### Congestion heat map

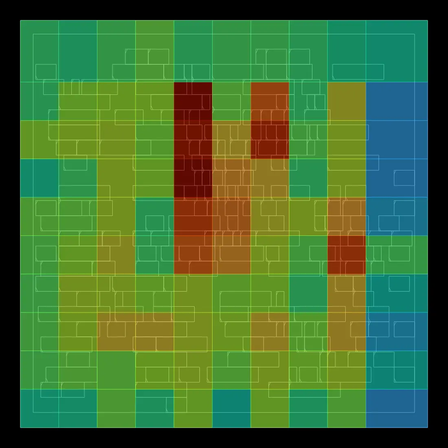
### Sequential cells grouped by signal name

The bar under the picture is 20 um long. Other sequential cells in the stronger grey, the rest of the logic in the fainter grey.
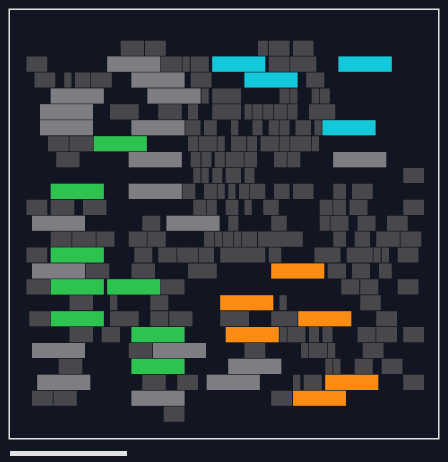
<file path="config.mk">
export PLATFORM = sky130hd
export DESIGN_NAME = uart_rx_ctrl
export DESIGN_NICKNAME = d
export VERILOG_FILES = /design/src/rtl/uart_rx_ctrl.sv
export SDC_FILE = /design/constraint.sdc
export NUM_CORES = 1
export LEC_CHECK = 0
export CAP_MARGIN = 20
export CORE_MARGIN = 2
export CORE_UTILIZATION = 40
export CTS_CLUSTER_SIZE = 24
export DETAILED_ROUTE_END_ITERATION = 10
export SLEW_MARGIN = 0
export SYNTH_ARGS = -nofsm -noshare
export SYNTH_HDL_FRONTEND = slang
export SYNTH_SLANG_ARGS = --single-unit
</file>
<file path="constraint.sdc">
create_clock -name clk -period 2.95 [get_ports clk]
set_input_delay 0.4425 -clock clk [delete_from_list [all_inputs] [get_ports clk]]
set_output_delay 0.4425 -clock clk [all_outputs]
set_load 0.05 [all_outputs]
</file>
<file path="src/rtl/uart_rx_ctrl.sv">
// UART receive controller: sequences the oversampling sampler, checks start/parity/stop
// and deserialises data LSB-first, reporting results as registered one-cycle pulses.
module uart_rx_ctrl #(
  parameter int Prescale_Width = 6,
  parameter int Data_Width     = 8
) (
  input  logic                      clk,
  input  logic                      rst,
  input  logic                      RX_In,
  input  logic [Prescale_Width-1:0] Prescale,
  input  logic                      PAR_EN,
  input  logic                      PAR_TYP,
  input  logic                      Sampled_Bit,
  output logic [Prescale_Width-1:0] Edge_Cnt,
  output logic                      Data_Samp_En,
  output logic [Data_Width-1:0]     P_DATA,
  output logic                      Data_Valid,
  output logic                      Par_Err,
  output logic                      Stp_Err,
  output logic                      Strt_Glitch
);

  localparam int BitCntW = $clog2(Data_Width + 3);

  typedef enum logic [2:0] {
    S_IDLE,
    S_START,
    S_DATA,
    S_PARITY,
    S_STOP
  } state_t;

  state_t                r_state;
  logic [BitCntW-1:0]    r_bit_cnt;
  logic [Data_Width-1:0] r_shift;
  logic                  r_par_en;
  logic                  r_par_typ;
  logic                  r_par_mis;
  logic                  w_bit_end;

  // Decisions wait for the last oversample so the sampler's vote has settled.
  assign w_bit_end = (Edge_Cnt == Prescale - 1'b1);

  always_ff @(posedge clk or posedge rst) begin
    if (rst) begin
      r_state      <= S_IDLE;
      r_bit_cnt    <= '0;
      r_shift      <= '0;
      r_par_en     <= 1'b0;
      r_par_typ    <= 1'b0;
      r_par_mis    <= 1'b0;
      Edge_Cnt     <= '0;
      Data_Samp_En <= 1'b0;
      P_DATA       <= '0;
      Data_Valid   <= 1'b0;
      Par_Err      <= 1'b0;
      Stp_Err      <= 1'b0;
      Strt_Glitch  <= 1'b0;
    end else begin
      // NOTE: pulses default low each cycle; a later assignment in this block wins,
      // so any branch below that raises one produces exactly a one-cycle pulse.
      Data_Valid  <= 1'b0;
      Par_Err     <= 1'b0;
      Stp_Err     <= 1'b0;
      Strt_Glitch <= 1'b0;

      if (r_state == S_IDLE) begin
        Edge_Cnt <= '0;
      end else if (w_bit_end) begin
        Edge_Cnt  <= '0;
        r_bit_cnt <= r_bit_cnt + 1'b1;
      end else begin
        Edge_Cnt <= Edge_Cnt + 1'b1;
      end

      unique case (r_state)
        S_IDLE: begin
          if (!RX_In) begin
            r_state      <= S_START;
            r_par_en     <= PAR_EN;
            r_par_typ    <= PAR_TYP;
            r_bit_cnt    <= '0;
            r_par_mis    <= 1'b0;
            Data_Samp_En <= 1'b1;
          end
        end

        S_START: begin
          if (w_bit_end) begin
            if (Sampled_Bit) begin
              r_state      <= S_IDLE;
              Strt_Glitch  <= 1'b1;
              Data_Samp_En <= 1'b0;
            end else begin
              r_state <= S_DATA;
            end
          end
        end

        S_DATA: begin
          if (w_bit_end) begin
            // Bit counter is 1 for the first data bit because the start bit counted as 0.
            r_shift <= {Sampled_Bit, r_shift[Data_Width-1:1]};
            if (r_bit_cnt == BitCntW'(Data_Width)) begin
              r_state <= r_par_en ? S_PARITY : S_STOP;
            end
          end
        end

        S_PARITY: begin
          if (w_bit_end) begin
            r_par_mis <= ((^r_shift) ^ r_par_typ) != Sampled_Bit;
            r_state   <= S_STOP;
          end
        end

        S_STOP: begin
          if (w_bit_end) begin
            r_state      <= S_IDLE;
            Data_Samp_En <= 1'b0;
            Stp_Err      <= ~Sampled_Bit;
            Par_Err      <= r_par_mis;
            if (Sampled_Bit && !r_par_mis) begin
              P_DATA     <= r_shift;
              Data_Valid <= 1'b1;
            end
          end
        end

        default: begin
          r_state      <= S_IDLE;
          Data_Samp_En <= 1'b0;
        end
      endcase
    end
  end

endmodule

</file>
==> results.sh <==
# flow metrics
export IMPL_crit_path_top_delay_cell="clkdlybuf4s50_1"
export IMPL_routed_via_density=5.44
export IMPL_syn_area_sq_um=1910
export IMPL_fmax_mhz=374
export IMPL_critPathLaunch="Prescale[0]"
export IMPL_fin_area_sq_um=2400
export IMPL_final_layout_size_suffix_gt1_share_pct=17.1
export IMPL_clkSinkCount=37
export IMPL_warnings=27
export IMPL_whs_path_depth=1
export IMPL_vias=1442
export IMPL_hold_slack_ns=0.493
export IMPL_numCtsBuffers=5
export IMPL_ant_nets=0
export IMPL_endpoint_kind="flip-flop"
export IMPL_arrival_ns=2.84
export IMPL_r2r_end="r_bit_cnt[1]$_DFF_PP0_"
export IMPL_ff_type="dfrtp_1"
export IMPL_tightestPinTransition_ns=0.553
export IMPL_cp_required_ns=3.12
export IMPL_drtPass1Iterations=4
export IMPL_place_congestion=0.884
export IMPL_hold_start="r_bit_cnt[2]$_DFF_PP0_"
export IMPL_synth_top_area_share_pct=48.4
export IMPL_die_w_um=73.2
export IMPL_fin_crit_ns=2.67
export IMPL_async_flop_share_pct=100
export IMPL_grt_pass1_vias=1428
export IMPL_cts_root_buf="clkbuf_8"
export IMPL_netlist_cell_type_count=41
export IMPL_wirelength_mm=3.98
export IMPL_dp_hpwl_mm=2.89
export IMPL_maxSlewHeadroom_pct=62.8
export IMPL_top_area_cell="dfrtp_1"
export IMPL_io_buffers=30
export IMPL_clk_pin_slew_ns=0.07
export IMPL_cts_tree="yes"
export IMPL_ys_warn_count=0
export IMPL_tns_ns=0
export IMPL_top_cell="dfrtp_1"
export IMPL_core_sq_um=4660
export IMPL_finalMaxSlewViolations=0
export IMPL_power_mw=1.54
export IMPL_power_frac_clock_pct=22.5
export IMPL_top_cells_by_area="dfrtp_1 48%, mux2_2 11%, xnor2_1 6.9%"
export IMPL_dp_cells=258
export IMPL_dieArea_sq_um=5360
export IMPL_run_status="completed"
export IMPL_finalHoldViolCount=0
export IMPL_timing_rr_start="Edge_Cnt[3]$_DFF_PP0_"
export IMPL_peakVddDrop_uv=376
export IMPL_path_max_fanout=13
export IMPL_rsz0062_at_grt="false"
export IMPL_synthTopCellsByCount="37 x dfrtp_1, 18 x mux2_2, 15 x xnor2_1, 10 x nor2_1"
export IMPL_ys_area_sq_um=1910
export IMPL_p_leak_nw=1.03
export IMPL_critical_path_class="in2reg"
export IMPL_overflow=0
export IMPL_syn_num_nets=189
export IMPL_die_y_um=73.2
export IMPL_final_cell_mix="37 x dfrtp_1, 30 x clkdlybuf4s50_1, 18 x mux2_2"
export IMPL_detailed_place_area_sq_um=2310
export IMPL_worstSetupEndpoint="r_bit_cnt[1]$_DFF_PP0_"
export IMPL_drv_cap=0
export IMPL_layout_top_cell="dfrtp_1"
export IMPL_skew_ns=0.00595
export IMPL_setup_viol=0
export IMPL_dr_first_iter_drc_count=88
export IMPL_worst_slack_ns=0.277
export IMPL_reg2reg_depth=6
export IMPL_fin_cells=265
export IMPL_seqPwrFrac_pct=43.1
export IMPL_p_int_uw=976
export IMPL_grt_max_degree=38
export IMPL_antenna_found_initial=0
export IMPL_holdPathEnd="r_bit_cnt[2]$_DFF_PP0_"
export IMPL_comb_power_share_pct=34.4
export IMPL_num_antenna_cells=0
export IMPL_ys_cells=173
export IMPL_syn_inst=173
export IMPL_p_sw_share_pct=36.8
export IMPL_hold_path_class="reg2reg"
export IMPL_ctsResizeCount=0
export IMPL_path_cells="clkdlybuf4s50_1 > inv_1 > ha_1 > xnor2_1 > a211oi_1 > o211ai_2 > buf_4 > or2_2 > a221o_1"
export IMPL_num_rows=25
export IMPL_grt_pass1_wl_mm=6.83
export IMPL_htree_levels=2
export IMPL_cp_start_kind="input pin"
export IMPL_cts_hold_buf=0
export IMPL_syn2layout_area_growth_pct=25.3
export IMPL_post_route_period_util_pct=90.6
export IMPL_max_stage_delay_ns=0.52
export IMPL_cts_buffer_depth=2
export IMPL_p_switching_uw=567
export IMPL_edf_count=0
export IMPL_seq_area_frac_synth_pct=48.4
export IMPL_dp_slack_ns=-0.0267
export IMPL_powerDensity_nw_per_um2=643
export IMPL_floorplan_core_util_pct=41.1
export IMPL_rrSetupSlack_ns=0.79
export IMPL_boundaryPins=31
export IMPL_post_cts_setup_buffers=0
export IMPL_syn_avg_cell_area_sq_um=11.1
export IMPL_clkLatencyLatePin_ns=0.28
export IMPL_final_nets=227
export IMPL_ys_ff=37
export IMPL_route_detailed_drc=0
-- 'Congestion heat map' (at the start) --
M2 GR Usage: 28.1%
GR peak layer: met2
drt wl/cell: 15.0 um
GRT Total Usage: 17.1%
post-layout util: 51.5%

-- 'Sequential cells grouped by signal name' (at the start) --
legend:
  orange:
    signal: Edge_Cnt
    sequential_cells: 6
  cyan:
    signal: r_bit_cnt
    sequential_cells: 4
  green:
    signal: r_shift
    sequential_cells: 8
not coloured: 19
Seq. cell area: 926 sq um
seq pwr: 665 uW
flop share of the area: 38.6%

[layer usage]
| layer | vias up | wire length (um) | GRT usage (%) |
|---|---|---|---|
| li1 | 693 | - | - |
| met1 | 698 | 1750 | 20.9 |
| met2 | 46 | 1930 | 28.1 |
| met3 | 5 | 241 | 4.97 |
| met4 | 0 | 65 | 7.20 |
| met5 | - | 0 | 0 |
[flip-flops by register name, summed over array words and instances, names as in the netlist]
register and count:
Data_Samp_En 1, r_state 3, Par_Err 1, r_par_mis 1, r_bit_cnt 4, Stp_Err 1, Strt_Glitch 1, r_par_typ 1
r_shift 8, P_DATA 8, Edge_Cnt 6, Data_Valid 1, r_par_en 1
[critical path, delay by kind of cell]
kind | cells | cell delay, ns
AND/OR/NAND/NOR | 1 | 0.35
XOR/XNOR | 1 | 0.13
buffers and inverters | 3 | 0.80
adder cells (fa/ha/maj) | 1 | 0.30
AND-OR/OR-AND | 3 | 0.83
[power groups by stage]
stage / Clock (mW) / Sequential (mW) / Combinational, mW
2_1_floorplan: 0 / 0.730 / 0.297
3_3_place_gp: 0 / 0.670 / 0.529
3_5_place_dp: 0 / 0.675 / 0.533
4_1_cts: 0.362 / 0.665 / 0.536
5_1_grt: 0.398 / 0.676 / 0.580
6_report: 0.348 / 0.665 / 0.530
[area by class of cell]
type,count,area [sq um]
multi-input cells,122,936
repair buffers,37,353
fillers,421,2260
inverters,8,30.0
clock buffers,7,86.3
flip-flops and latches,37,926
well taps,54,67.6
[cells by family after synthesis]
logic type / Yosys count / synth area share (%)
DFF: 37 / 48.4
adders and majority gates: 4 / 2.61
buffers and inverters: 14 / 2.75
xor gates and xnor gates: 18 / 8.24
muxes: 20 / 11.6
AOI/OAI and AO/OA: 27 / 9.74
and+or+nand+nor: 53 / 16.7
Power and IR drop assume default switching activity.
